Design pc_sequencer, sky130hd; sources not shown.
**Run 1: clock routing**

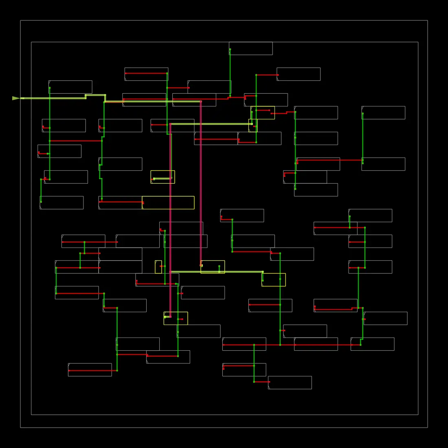
P_clk: 0.428 mW
clock latency on the worst-skew pair: 310 ps
Max Clock Skew: 7.231 ps
# clock sinks: 56

**Run 1: wire density map**

The bar under the picture is 20 um long. 17 x 17 tiles, from white (low) to dark blue (high), scaled to the fullest tile. Values are wire area over tile area, all layers added.
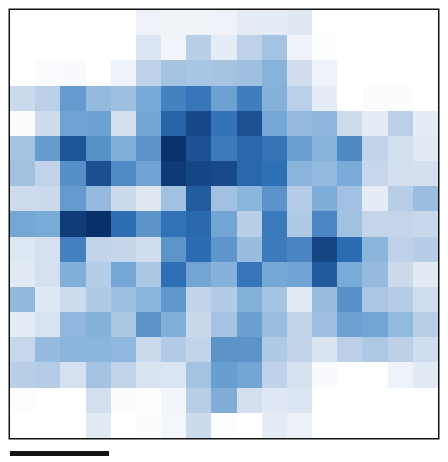
nearly empty tiles	18%
densest ninth of the die	middle
mean over tiles	0.14
tiles over half the peak	25%
fullest tile	0.44
Post-Route WL: 6.632 mm
gr usage total: 0.1884
drt wl/cell: 17.18 um
Vias: 2,232

**Run 1: a small window of the routed layout**

Window x 23 to 63, y 23 to 63 um. Cells in grey, sequential cells in the stronger grey; small squares are vias.
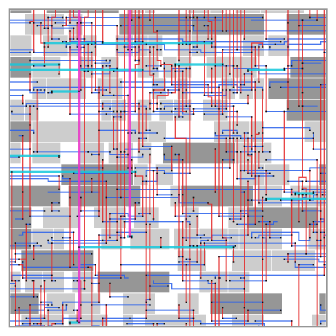
layer	colour
M3	cyan
M1	blue
M2	red
M4	magenta
most frequent	dfrtp_1 (14), nand3_1 (7), o21ai_0 (7)
cells with their middle in the window	107
sequential cells in the window	14

==> metrics.cfg, run 1 <==
[status]
status=finished, final reports clean

[setup_path]
start_kind=register
cp_num_cells=5
path_class=reg2out
worst-r2r-cell-count=5
critical-path-top-delay-family=buffers and inverters

[layout]
comb_area_frac=0.3693
seq_cells=56
stdcell_area_sq_um=3618
fin_util=0.5602
clock_buffers=6
nNonClkBuffers=67
final_cell_count_no_fill=386

[floorplanning]
num_rows=29
io_pins=62
die_area_sq_um=7427

[yosys]
fp_nets=277
synthFlopType=dfrtp_1
yosysCellCount=250
synth.cell_area_sq_um=2836
synthCells=250
postSynthSeqShare=0.4940

[timing]
maxSlewViolCount=0
setup_viol_count_final=0
timing.final.ws_setup_ps=166.0
tightest_slew_ps=831.3
timing.final.crit_share=0.9518

[detailed_routing]
drt_first_iter_violations=148
viasPerCell=5.782
drcViolationCount=0
wl_met3_um=415
maxUsedRoutingLayer=met4
dr.pass1.iters=4
postRouteAntennaNets=0

[power]
power_density_nw_per_um2=812.0
combPwrFrac=0.475
switchingPower_mw=1.184
p_sw_frac=0.4029

[placement]
post-dp-hpwl_mm=4.533
dp.cells=378

[global_route]
grt_pass1_vias=2199
grt_pass1_wl_mm=10.96

[worst_hold_path]
hold_class=reg2reg

[clocking]
clockRootBuffer=clkbuf_8

run 1: Yosys cell counts (2+ instances only):
library cell | number | area, sq um
a21o_1 | 4 | 30.03
a21oi_1 | 6 | 30.03
a221o_1 | 5 | 50.05
a22o_1 | 3 | 26.28
a22oi_1 | 4 | 30.03
a31oi_1 | 4 | 25.02
a32o_1 | 3 | 30.03
a32oi_1 | 6 | 52.55
and2_1 | 3 | 18.77
and4_1 | 3 | 26.28
buf_2 | 3 | 15.01
buf_6 | 2 | 22.52
clkbuf_1 | 10 | 37.54
dfrtp_1 | 56 | 1401
inv_1 | 7 | 26.28
mux2_2 | 24 | 270.3
mux2_4 | 8 | 120.1
mux2i_1 | 2 | 20.02
nand2_1 | 10 | 37.54
nand2b_1 | 3 | 18.77
nand3_1 | 7 | 35.03
nand3b_1 | 3 | 22.52
nand4_1 | 5 | 31.28
nor2_1 | 15 | 56.30
nor3_1 | 6 | 30.03
nor3b_1 | 4 | 30.03
o21ai_0 | 12 | 60.06
o2bb2ai_1 | 3 | 26.28
xnor2_1 | 8 | 70.07
xor2_1 | 4 | 35.03
run 1: power groups by stage:
| stage | Clock, mW | Sequential [mW] | Combinational (mW) |
|---|---|---|---|
| floorplan | 0 | 1.13 | 0.814 |
| global route | 0.461 | 1.16 | 1.51 |
| detailed placement | 0 | 1.13 | 1.39 |
| finish | 0.428 | 1.12 | 1.39 |
| CTS | 0.440 | 1.12 | 1.40 |
| global placement | 0 | 1.12 | 1.39 |
run 1: logic make-up after synthesis:
group	after synthesis	synth area share
fa+ha+maj	1	0.004410
xor+xnor	12	0.03705
buf+inv	23	0.03838
flops	56	0.4940
simple gates	65	0.1266
mux	34	0.1447
compound gates	59	0.1548
**Run 1: M3 wires**

Cells faint in the background.
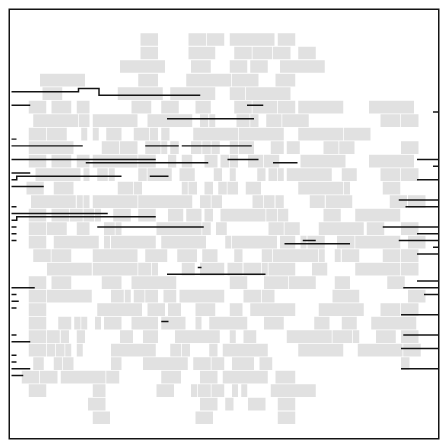

==> run 1 -> run 2 <==
CORE_UTILIZATION = 50   (was 42)
GPL_ROUTABILITY_DRIVEN = 0   (was default)
PLACE_DENSITY = 0.81   (was 0.7)
**Run 2: M3 wires**

Cells faint in the background.
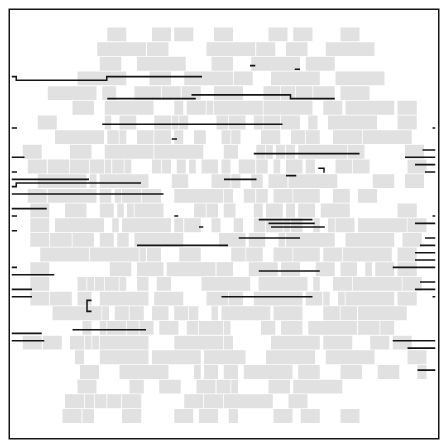
share of all routed wire	6.2%
longest straight run	33.1 um
wire length on this layer	403 um
nets with wire on the layer	48
Post-Route WL: 6.524 mm
Vias: 2,263
met3 usage: 0.04886

==> metrics.cfg, run 2 <==
[status]
status=finished, final reports clean

[yosys]
postSynthSeqShare=0.4940
synthTopCellsByArea=dfrtp_1 (49%), mux2_2 (9.5%), mux2_4 (4.2%), xnor2_1 (2.5%), o21ai_0 (2.1%)
synth.cell_area_sq_um=2836
top_area_frac=0.4940
synthCells=250
yosysCellCount=250
top_area_cell=dfrtp_1

[floorplanning]
num_rows=27
io_pins=62
die_area_sq_um=6292

[worst_hold_path]
hold_class=in2async

[setup_path]
worst-r2r-cell-count=5
start_kind=register

[placement]
post-dp-hpwl_mm=4.584

[detailed_routing]
postRouteAntennaNets=0
drcViolationCount=0
wire_per_inst_um=17.17
drt_first_iter_violations=192
dr.pass1.iters=4

[timing]
tightest_slew_ps=771.8
maxSlewViolCount=0
timing.final.crit_share=0.9421
setup_viol_count_final=0

[global_route]
grt_pass1_wl_mm=11.03
grt_pass1_vias=2242

[clocking]
clock.latency.late_pin_ps=300
clockRootBuffer=clkbuf_8

[power]
switchingPower_mw=1.180
p_sw_frac=0.4123
combPwrFrac=0.490

[run 2: power groups by stage]
stage	sequential [mW]	combinational (mW)	clock [mW]
2_1_floorplan	1.13	0.814	0
3_3_place_gp	1.11	1.37	0
3_5_place_dp	1.13	1.39	0
4_1_cts	1.12	1.40	0.345
5_1_grt	1.16	1.52	0.375
6_report	1.12	1.40	0.336
[run 2: stage by stage]
step | instance area, sq um | cells | util | setup WS [ps]
floorplan | 2836 | 250 | - | 900.9
global placement | 3505 | 373 | 0.6364 | 552.0
detailed placement | 3505 | 373 | 0.6364 | 535.3
CTS | 3582 | 380 | 0.6505 | 181.8
global route | 3590 | 380 | 0.6519 | 59.80
finish | 3590 | 380 | 0.6519 | 199.3
[run 2: logic make-up (layout without fill, tap and decap cells)]
kind of cell	after synthesis	in the layout	synth area share
mux	34	34	0.1447
flops	56	56	0.4940
compound gates	59	59	0.1548
xor+xnor	12	12	0.03705
simple gates	65	65	0.1266
buf+inv	23	81	0.03838
fa+ha+maj	1	1	0.004410
[run 2: worst max-delay path: cells and delay by family (launching register included)]
family        cells  cell delay [ps]
simple gates      2              720
flops             1              510
xor+xnor          1              180
buf+inv           2              670
[run 2: routing by layer]
metal | share of wire | vias to the layer above | GRT usage | wire length [um]
met5 | 0 | - | 0 | 0
li1 | - | 1043 | - | -
met2 | 0.48 | 77 | 0.3508 | 3150
met3 | 0.062 | 8 | 0.04886 | 402
met1 | 0.44 | 1135 | 0.3099 | 2887
met4 | 0.013 | 0 | 0.08793 | 83
[run 2: layout make-up]
class,count,area share
inverter,7,0.007320
tap,72,0.02510
multi-input combinational,171,0.3743
timing repair buffer,67,0.1812
sequential,56,0.3904
clock buffer,6,0.02022
clock inverter,1,0.001394
No activity file was given, so power comes from the tool's default toggle rates.
